`src/rtl/sr_latch_ctrl.sv`:
```
// rtl/sr_latch_ctrl.sv - round-robin sequencer driving set/reset pulses into an SR latch bank
//
// Serializes per-requester set/reset requests onto one latch at a time as
// PULSE_CYC-wide s/r pulses, waits SETTLE_CYC quiet cycles, then acks.
// Optional macro: SR_LATCH_CTRL_VERIFY_EN enables the q_in readback check
// that drives the sticky err flag.
//
// Ports:
//   clk      rising-edge clock
//   rst_n    asynchronous active-low reset
//   req      per-requester level request, held until ack
//   op       per-requester operation (1 = set, 0 = reset)
//   idx      per-requester latch index, requester k at [k*IDXW +: IDXW]
//   q_in     latch bank q readback
//   s_out    set drive, at most one bit high
//   r_out    reset drive, at most one bit high, never with s_out
//   ack      one-cycle completion pulse to the served requester
//   bad_idx  one-cycle pulse with ack when the served idx >= NFLAGS
//   busy     high whenever the sequencer is not idle
//   err      sticky readback mismatch flag

module sr_latch_ctrl #(
    parameter int NREQ       = 4,
    parameter int NFLAGS     = 8,
    parameter int IDXW       = 3,
    parameter int PULSE_CYC  = 2,
    parameter int SETTLE_CYC = 1
) (
    input  logic                 clk,
    input  logic                 rst_n,
    input  logic [NREQ-1:0]      req,
    input  logic [NREQ-1:0]      op,
    input  logic [NREQ*IDXW-1:0] idx,
    input  logic [NFLAGS-1:0]    q_in,
    output logic [NFLAGS-1:0]    s_out,
    output logic [NFLAGS-1:0]    r_out,
    output logic [NREQ-1:0]      ack,
    output logic                 bad_idx,
    output logic                 busy,
    output logic                 err
);

    localparam int RRW  = (NREQ > 1) ? $clog2(NREQ) : 1;
    localparam int CMAX = (PULSE_CYC > SETTLE_CYC) ? PULSE_CYC : SETTLE_CYC;
    localparam int CW   = $clog2(CMAX + 1);
    localparam logic [IDXW:0] NFL_W = (IDXW + 1)'(NFLAGS);

    typedef enum logic [1:0] {
        ST_IDLE   = 2'd0,
        ST_PULSE  = 2'd1,
        ST_SETTLE = 2'd2
    } state_t;

    state_t          state;
    logic [CW-1:0]   cnt;
    logic [RRW-1:0]  rr;
    logic [RRW-1:0]  win;
    logic            w_bad;

    // Round-robin search starting at rr, wrapping modulo NREQ
    logic            grant_any;
    logic [RRW-1:0]  grant_id;

    always_comb begin
        int k;
        grant_any = 1'b0;
        grant_id  = '0;
        k         = 0;
        for (int i = 0; i < NREQ; i++) begin
            k = int'(rr) + i;
            if (k >= NREQ) begin
                k = k - NREQ;
            end
            if (!grant_any && req[k]) begin
                grant_any = 1'b1;
                grant_id  = RRW'(k);
            end
        end
    end

    logic              g_op;
    logic [IDXW-1:0]   g_idx;
    logic              g_bad;
    logic [NFLAGS-1:0] g_hot;

    always_comb begin
        g_op  = op[grant_id];
        g_idx = idx[int'(grant_id) * IDXW +: IDXW];
        g_bad = ({1'b0, g_idx} >= NFL_W);
        g_hot = '0;
        for (int f = 0; f < NFLAGS; f++) begin
            g_hot[f] = (g_idx == IDXW'(f));
        end
    end

    // The ack is registered, so it is launched on the edge that enters the
    // final SETTLE cycle. A bad index with a one-cycle settle fires straight
    // out of IDLE, using the live grant instead of the registered winner.
    logic            fire;
    logic [RRW-1:0]  fire_id;
    logic            fire_bad;
    logic [NREQ-1:0] fire_hot;

    always_comb begin
        fire     = 1'b0;
        fire_id  = win;
        fire_bad = w_bad;
        case (state)
            ST_IDLE: begin
                fire     = grant_any && g_bad && (SETTLE_CYC == 1);
                fire_id  = grant_id;
                fire_bad = 1'b1;
            end
            ST_PULSE:  fire = (cnt == '0) && (SETTLE_CYC == 1);
            ST_SETTLE: fire = (cnt == CW'(1));
            default:   fire = 1'b0;
        endcase
        fire_hot = '0;
        for (int i = 0; i < NREQ; i++) begin
            fire_hot[i] = fire && (fire_id == RRW'(i));
        end
    end

    logic [RRW-1:0] rr_next;
    assign rr_next = (win == RRW'(NREQ - 1)) ? '0 : win + RRW'(1);

    assign busy = (state != ST_IDLE);

`ifdef SR_LATCH_CTRL_VERIFY_EN
    logic            w_op;
    logic [IDXW-1:0] w_idx;
    logic            q_sel;

    always_comb begin
        q_sel = 1'b0;
        for (int f = 0; f < NFLAGS; f++) begin
            if (w_idx == IDXW'(f)) begin
                q_sel = q_in[f];
            end
        end
    end

    always_ff @(posedge clk or negedge rst_n) begin
        if (!rst_n) begin
            w_op  <= 1'b0;
            w_idx <= '0;
            err   <= 1'b0;
        end else begin
            if (state == ST_IDLE && grant_any) begin
                w_op  <= g_op;
                w_idx <= g_idx;
            end
            // Latch has been driven for the whole pulse by the time this fires
            if (fire && !fire_bad && (q_sel != w_op)) begin
                err <= 1'b1;
            end
        end
    end
`else
    logic unused_q;
    assign unused_q = ^q_in;
    assign err      = 1'b0;
`endif

    always_ff @(posedge clk or negedge rst_n) begin
        if (!rst_n) begin
            state   <= ST_IDLE;
            cnt     <= '0;
            rr      <= '0;
            win     <= '0;
            w_bad   <= 1'b0;
            s_out   <= '0;
            r_out   <= '0;
            ack     <= '0;
            bad_idx <= 1'b0;
        end else begin
            ack     <= fire_hot;
            bad_idx <= fire && fire_bad;
            case (state)
                ST_IDLE: begin
                    if (grant_any) begin
                        win   <= grant_id;
                        w_bad <= g_bad;
                        if (g_bad) begin
                            state <= ST_SETTLE;
                            cnt   <= CW'(SETTLE_CYC - 1);
                        end else begin
                            state <= ST_PULSE;
                            cnt   <= CW'(PULSE_CYC - 1);
                            s_out <= g_op ? g_hot : '0;
                            r_out <= g_op ? '0 : g_hot;
                        end
                    end
                end
                ST_PULSE: begin
                    if (cnt == '0) begin
                        state <= ST_SETTLE;
                        cnt   <= CW'(SETTLE_CYC - 1);
                        s_out <= '0;
                        r_out <= '0;
                    end else begin
                        cnt <= cnt - CW'(1);
                    end
                end
                ST_SETTLE: begin
                    if (cnt == '0) begin
                        state <= ST_IDLE;
                        rr    <= rr_next;
                    end else begin
                        cnt <= cnt - CW'(1);
                    end
                end
                default: begin
                    state <= ST_IDLE;
                    s_out <= '0;
                    r_out <= '0;
                end
            endcase
        end
    end

endmodule

```
`config.mk`:
```
export PLATFORM = sky130hd
export DESIGN_NAME = sr_latch_ctrl
export DESIGN_NICKNAME = d
export VERILOG_FILES = /design/src/rtl/sr_latch_ctrl.sv
export SDC_FILE = /design/constraint.sdc
export NUM_CORES = 1
export LEC_CHECK = 0
export ABC_CLOCK_PERIOD_IN_PS = 2750
export CAP_MARGIN = 15
export CORE_MARGIN = 2
export CORE_UTILIZATION = 35
export DETAILED_ROUTE_END_ITERATION = 16
export GPL_ROUTABILITY_DRIVEN = 0
export SYNTH_ARGS = -nofsm -noshare
export SYNTH_HDL_FRONTEND = slang
export SYNTH_SLANG_ARGS = --single-unit
```
`constraint.sdc`:
```
create_clock -name clk -period 2.75 [get_ports clk]
set_input_delay 0.55 -clock clk [delete_from_list [all_inputs] [get_ports clk]]
set_output_delay 0.55 -clock clk [all_outputs]
set_load 0.01 [all_outputs]
```
### The metal 1 layer, run 1

Bar = 20 um.
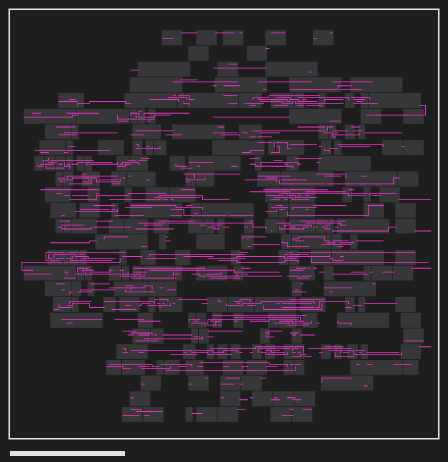
wire length on this layer = 1,800 um
main direction = horizontal
share of all routed wire = 44%

### Zoomed window, run 1

Bar = 5 um. Region (46, 46) to (66, 66) um. Cells in gray, sequential cells in the stronger gray; small squares are vias.
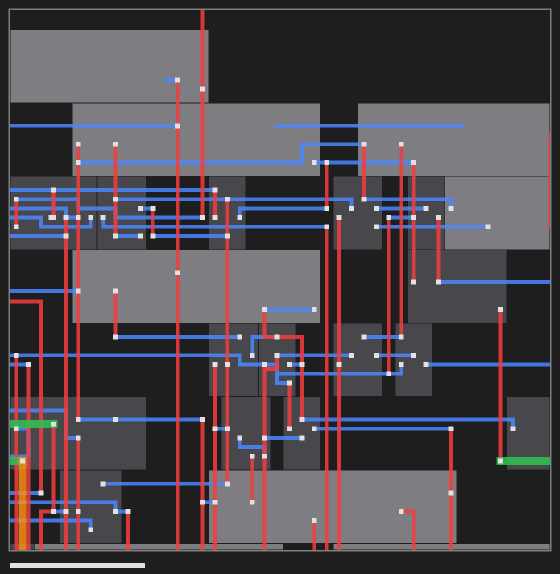
red -> M2
green -> M3
orange -> M4
blue -> M1
sequential cells in the window = 5
netlist names of flops here include = s_out (3), r_out (2)
most frequent = nand2_1 (5), dfrtp_1 (5), o21ai_0 (4)
cells with their middle in the window = 19

==> flow_summary.yaml, run 1 <==
# physical design summary
synth:
  netlist_instances: 183
  avgSynthCellArea_um2: 9.41
  ys_types: 46
  ys_ff: 29
die:
  die_w_um: 74.2
  die_h_um: 74.2
  core_um2: 4720
clock_network:
  cts_resized: 0
  cts.clk_slew.worst_paths_ns: 0.06
power:
  p_clk_frac: 0.162
  comb_power_share: 0.535
global_route:
  grt_pass1_wl_um: 6860
worst_setup_path:
  crit_end: "s_out[1]"
  reg2reg_to: "s_out[1]"
  critical-path-max-stage-delay_ns: 0.58
  critPathSlowestCell: "clkdlybuf4s50_1"
  worstSetupEndpointType: "flop"
  regToRegStartpoint: "rr[1]"
flow_run:
  maxCapViolCount: 0
cells_and_area:
  lay_top_count: "clkdlybuf4s50_1"
  lay_top_cells: "43 x clkdlybuf4s50_1, 29 x dfrtp_1, 24 x nand2_1, 15 x nand3_1, 15 x o21ai_0"
  drive_gt1_frac: 0.160
hold_path:
  hp-start: "s_out[2]"
  hold-path-cell-count: 2
routing:
  initialDrtViolationCount: 67
status:
  status: "complete, no violations"
final_timing:
  min_period_ns: 2.48
### Wiring heat map, run 1

The die is cut into 15 by 15 equal tiles; white is low, dark blue is high, scaled to the fullest tile. Values are wire area over tile area, all layers added.
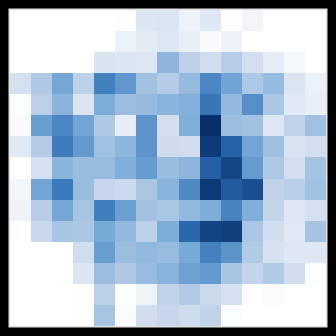
mean over tiles = 0.12
tiles over half the peak = 18%
fullest tile = 0.41
densest ninth of the die = center
nearly empty tiles = 23%

### Signal wires by layer, run 1

Bar = 20 um. Two of the layers only.
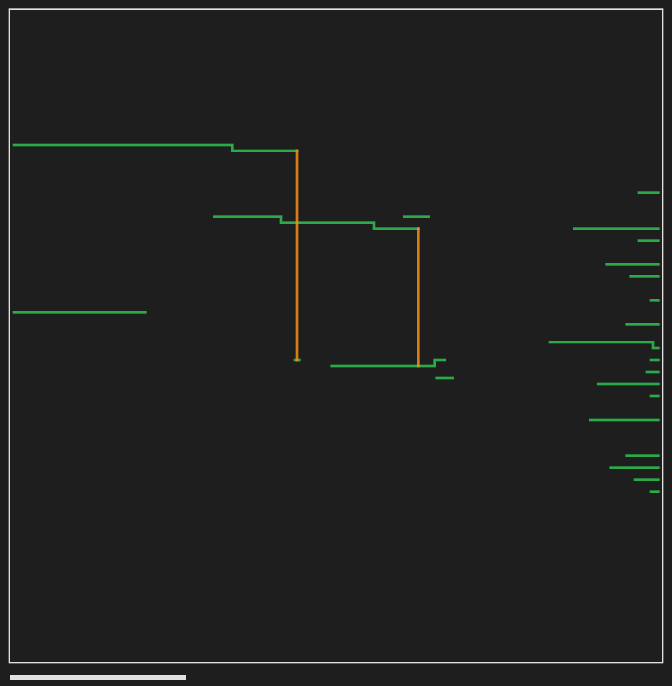
green -> M3  # wire length 162 um
orange -> M4  # wire length 39.4 um

## run 1: flip-flops by register name (all words and copies together), names as in the netlist
register  flops
s_out         8
rr            2
state         2
ack           4
bad_idx       1
win           2
cnt           2
r_out         8
## run 1: final cells by class
class                   count  area [um^2]  share of cell area
flip-flops and latches     29          726               0.309
repair buffers             50          483               0.206
well taps                  67         83.8              0.0357
clock buffers               5         68.8              0.0293
clock inverters             3         17.5             0.00745
inverters                   9         33.8              0.0144
multi-input cells         141          937               0.399
## run 1: routing by layer
layer,track usage,wire (um),part of all wire
met1,0.188,1800,0.44
met2,0.298,2100,0.51
met3,0.0447,161,0.039
met4,0.0485,39,0.0095
met5,0,0,0
## run 1: worst register-to-register path: stages, from the launching register on
cell,delay [ns]
dfrtp_1,0.50
nand2_1,0.13
a221oi_2,0.52
o21ai_0,0.25
and3_1,0.28
o211ai_2,0.24
o21ai_1,0.10
## run 1: synth_stat cells, types with 2 or more instances
cell,number
mux2_2,2
o2bb2ai_1,2
dfrtp_1,29
a21oi_1,7
o211ai_2,3
a32o_2,4
ha_1,9
and2_1,2
and3_1,4
nor3_1,2
nor2_1,13
inv_1,9
nand3_1,15
nand2_1,24
o21ai_0,15
o21ai_1,10
a21o_1,2
nor2b_1,2
clkbuf_1,2
## run 1: metrics by stage
| step | std cells | setup WS (ns) | hold slack (ns) | power, mW | utilization |
|---|---|---|---|---|---|
| floorplan | 183 | 0.811 | 0.254 | 1.36 | - |
| global placement | 296 | -0.00766 | 0.465 | 1.73 | 0.479 |
| detailed placement | 296 | -0.0132 | 0.475 | 1.75 | 0.479 |
| CTS | 304 | 0.285 | 0.489 | 2.09 | 0.497 |
| global route | 304 | 0.153 | 0.521 | 2.26 | 0.497 |
| finish | 304 | 0.269 | 0.483 | 2.08 | 0.497 |
==> inputs of run 2 (changes only) <==
Settings changed: SKIP_CTS_REPAIR_TIMING from default to 1.
### The metal 1 layer, run 2

Bar = 20 um.
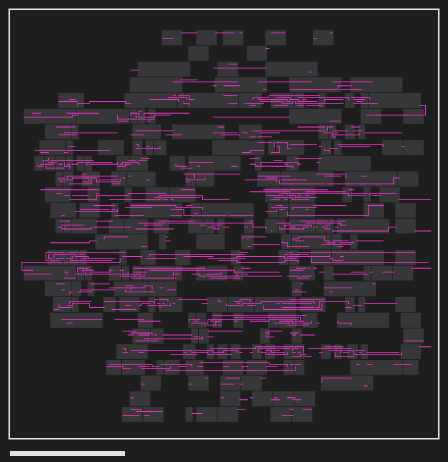
share of all routed wire = 44%
wire length on this layer = 1,800 um
nets with wire on the layer = 231
main direction = horizontal
longest straight run = 22.5 um

==> run 2 against run 1 <==
Count of clock-buffer cells in the layout unchanged. Global-route usage did not move. Sequential share of layout area did not move. Non-clock buffer count stayed put. Clock skew unchanged. Synthesized cell count stayed put. Final cell count did not move. Via count unchanged. Sequential cell count did not move. Combinational power hardly changed. Wire length unchanged. Final area unchanged. Critical path type unchanged.
==> flow_summary.yaml, run 2 <==
# physical design summary
synth:
  avgSynthCellArea_um2: 9.41
  netlist_instances: 183
  yosys-top-cells-count: "29 x dfrtp_1, 24 x nand2_1, 15 x nand3_1, 15 x o21ai_0, 13 x nor2_1"
  ys_types: 46
  yosysMostFrequentCell: "dfrtp_1"
  yosys_warnings: 0
  syn_area_um2: 1720
  ys_ff: 29
final_timing:
  fin_ws_ns: 0.269
  worst_hold_slack_ns: 0.483
  fmax_mhz: 403
  timing.slew.headroom: 0.630
  min_period_ns: 2.48
global_route:
  grtUsageMet3: 0.0447
  use_met1: 0.188
  grt_overflow: 0
  grt_most_used_layer: "met2"
  grt_pass1_wl_um: 6860
cells_and_area:
  final_cells: 304
  lay_top_cells: "43 x clkdlybuf4s50_1, 29 x dfrtp_1, 24 x nand2_1, 15 x nand3_1, 15 x o21ai_0"
  largestRegisters: "r_out x8, s_out x8, ack x4"
  lay_top_count: "clkdlybuf4s50_1"
power:
  comb_power_share: 0.535
hold_path:
  hp-start: "s_out[2]"
  hold_path.class: "flop to flop"
  hold-path-cell-count: 2
flow_run:
  maxCapViolCount: 0
worst_setup_path:
  critPathSlowestCell: "clkdlybuf4s50_1"
  worstSetupEndpointType: "flop"
  path_class: "input port to flop"
  critical-path-max-stage-delay_ns: 0.58
  reg2reg_to: "s_out[1]"
routing:
  wl_met3_um: 161
  wl_met1_um: 1800
  totalWireLength_um: 4100
  initialDrtViolationCount: 67
clock_network:
  cts_buffers: 5
  cts.clk_slew.worst_paths_ns: 0.06
placement:
  dp.cells: 296
  post-place-ws_ns: -0.0132
die:
  die_h_um: 74.2
  initial_core_util: 0.365
status:
  status: "complete, no violations"
### Zoomed window, run 2

Bar = 5 um. Region (46, 46) to (66, 66) um. Cells in gray, sequential cells in the stronger gray; small squares are vias.
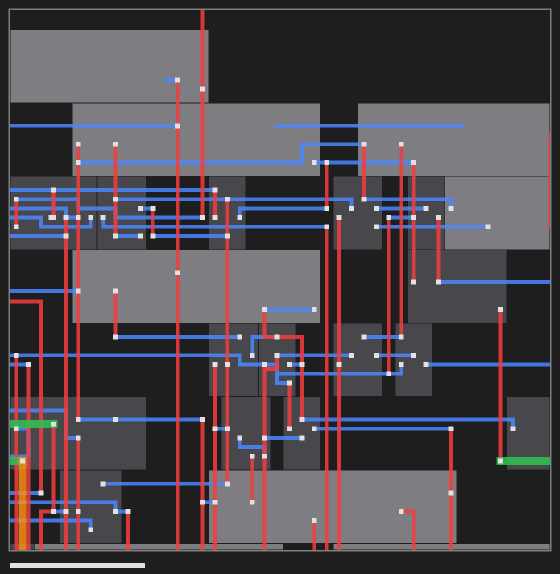
orange -> M4
blue -> M1
green -> M3
red -> M2
cells with their middle in the window = 19
sequential cells in the window = 5
most frequent = nand2_1 (5), dfrtp_1 (5), o21ai_0 (4)
netlist names of flops here include = s_out (3), r_out (2)

==> run 2: cell counts in the layout (fill, tap and decap cells not counted) <==
No cell type changed its count.
==> run 2: power groups by stage <==
stage               combinational (mW)  clock [mW]  sequential (mW)
global placement                  1.10           0            0.637
global route                      1.24       0.376            0.648
detailed placement                1.11           0            0.641
finish                            1.11       0.337            0.630
CTS                               1.11       0.347            0.633
floorplan                        0.719           0            0.638
==> run 2: final cells by class <==
cell class	count	area [um^2]	area share
multi-input cells	141	937	0.399
flip-flops and latches	29	726	0.309
well taps	67	83.8	0.0357
repair buffers	50	483	0.206
clock buffers	5	68.8	0.0293
clock inverters	3	17.5	0.00745
inverters	9	33.8	0.0144
==> run 2: how the worst max path moves through the flow <==
stage / depth (start not counted) / startpoint / slack [ns] / end
after floorplan: 6 / req[2] / 0.81 / s_out[0]
after global placement: 7 / req[0] / -0.008 / s_out[1]
after detailed placement: 8 / req[0] / -0.01 / r_out[5]
after CTS: 8 / req[0] / 0.29 / r_out[5]
after global routing: 7 / req[0] / 0.15 / s_out[1]
final: 7 / req[0] / 0.27 / s_out[1]
==> run 2: through the flow <==
stage          power (mW)  cell area (um^2)   util
2_1_floorplan        1.36              1720      -
3_3_place_gp         1.73              2260  0.479
3_5_place_dp         1.75              2260  0.479
4_1_cts              2.09              2350  0.497
5_1_grt              2.26              2350  0.497
6_report             2.08              2350  0.497
==> run 2: critical path: cells and delay by family <==
kind,cells,cell delay [ns]
AND-OR/OR-AND,4,1.10
buffers and inverters,1,0.58
AND/OR/NAND/NOR,2,0.40
==> run 2: kinds of logic after synthesis <==
family / after synthesis
buf+inv: 13
other cells: 1
fa+ha+maj: 9
compound gates: 57
flops: 29
mux: 3
simple gates: 71
==> inputs of run 3 (changes only) <==
Settings changed: GPL_ROUTABILITY_DRIVEN 0 to default.
### Routing congestion, run 3

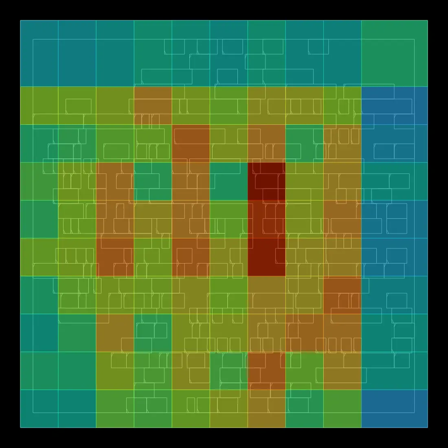
met3 Use GR: 0.0447
M1 GR Usage: 0.188
grt peak-use layer: met2

### Signal wires by layer, run 3

Bar = 20 um. Two of the layers only.
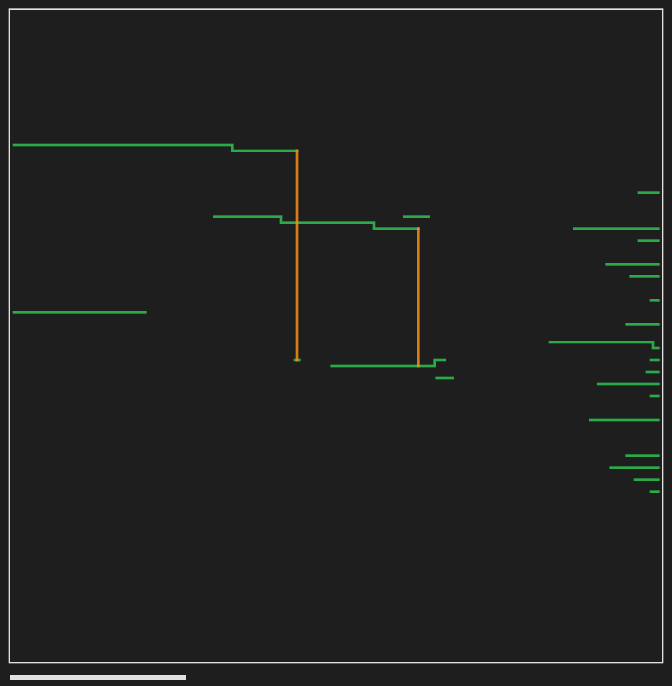
orange -> M4  # wire length 39.4 um
green -> M3  # wire length 162 um
final WL: 4100 um
Tot GR Track Use: 0.164
Wirelength per Cell: 13.5 um
vias: 1,501

==> run 3 against run 2 <==
Sequential share of layout area unchanged. Worst hold slack unchanged. Global-route usage unchanged. Power unchanged. Core utilization unchanged. Synthesized cell count unchanged. Final area unchanged. Critical path depth unchanged. Sequential cell count unchanged.
==> flow_summary.yaml, run 3 <==
# physical design summary
final_timing:
  timing.slew.headroom: 0.630
  fmax_mhz: 403
  min_period_ns: 2.48
global_route:
  grt_pass1_wl_um: 6860
  grt_overflow: 0
synth:
  yosys_warnings: 0
  netlist_instances: 183
  avgSynthCellArea_um2: 9.41
  yosys-top-cells-count: "29 x dfrtp_1, 24 x nand2_1, 15 x nand3_1, 15 x o21ai_0, 13 x nor2_1"
  syn_area_um2: 1720
  ys_ff: 29
  yosysMostFrequentCell: "dfrtp_1"
  ys_sh_aoi: 0.252
  ys_types: 46
clock_network:
  cts.clk_slew.worst_paths_ns: 0.06
  cts_buffers: 5
  htreeDepth: 2
  insertion_delay_ns: 0.28
worst_setup_path:
  path_class: "input port to flop"
  critPathSlowestCell: "clkdlybuf4s50_1"
  worstSetupEndpointType: "flop"
  path_cells: "clkdlybuf4s50_1, nand2_1, a221oi_2, o21ai_0, and3_1, o211ai_2, o21ai_1"
hold_path:
  hold_path.class: "flop to flop"
placement:
  dp.cells: 296
  post-place-ws_ns: -0.0132
  globalplace.congestion: 0.799
cells_and_area:
  final_cells: 304
  fin_util: 0.497
  lay_top_cells: "43 x clkdlybuf4s50_1, 29 x dfrtp_1, 24 x nand2_1, 15 x nand3_1, 15 x o21ai_0"
  largestRegisters: "r_out x8, s_out x8, ack x4"
  seq_area_um2: 726
flow_run:
  maxCapViolCount: 0
die:
  initial_core_util: 0.365
  die_h_um: 74.2
routing:
  initialDrtViolationCount: 67
status:
  status: "complete, no violations"
power:
  finalPower_mw: 2.08
==> run 3: cell counts after synthesis <==
No cell type changed its count.
==> run 3: cell type report <==
type / count / share of cell area
Inverter: 9 / 0.0144
Sequential cell: 29 / 0.309
Clock inverter: 3 / 0.00745
Clock buffer: 5 / 0.0293
Timing Repair Buffer: 50 / 0.206
Multi-Input combinational cell: 141 / 0.399
Tap cell: 67 / 0.0357
==> run 3: layer usage <==
metal,part of all wire,track usage
met2,0.51,0.298
met5,0,0
met1,0.44,0.188
met4,0.0095,0.0485
met3,0.039,0.0447
==> run 3: critical path, delay by kind of cell <==
kind | cells | cell delay [ns]
and+or+nand+nor | 2 | 0.40
buffers and inverters | 1 | 0.58
AOI/OAI and AO/OA | 4 | 1.10
==> run 3: kinds of logic after synthesis <==
family | after synthesis
AND/OR/NAND/NOR | 71
adder cells (fa/ha/maj) | 9
flip-flops | 29
other | 1
multiplexers | 3
buffers and inverters | 13
AND-OR/OR-AND | 57
==> run 3: per-stage QoR <==
step           area [um^2]   TNS, ns  hold slack (ns)
2_1_floorplan         1720         0            0.254
3_3_place_gp          2260  -0.00766            0.465
3_5_place_dp          2260   -0.0132            0.475
4_1_cts               2350         0            0.489
5_1_grt               2350         0            0.521
6_report              2350         0            0.483
==> run 3: report_power, final <==
part	switching, mW	total [mW]	internal (mW)
combinational	0.619	1.11	0.493
clock	0.163	0.337	0.174
sequential	0.0918	0.630	0.538
==> run 3: worst paths after layout <==
path,cells past startpoint,to,from
max,7,s_out[1],req[0]
min,2,s_out[2],s_out[2]
max reg2reg,6,s_out[1],rr[1]
min reg2reg,2,s_out[2],s_out[2]
max in group asynchronous,2,bad_idx,rst_n
min in group asynchronous,2,s_out[1],rst_n
Power figures rest on the tool's default switching activity, not on a simulated workload.
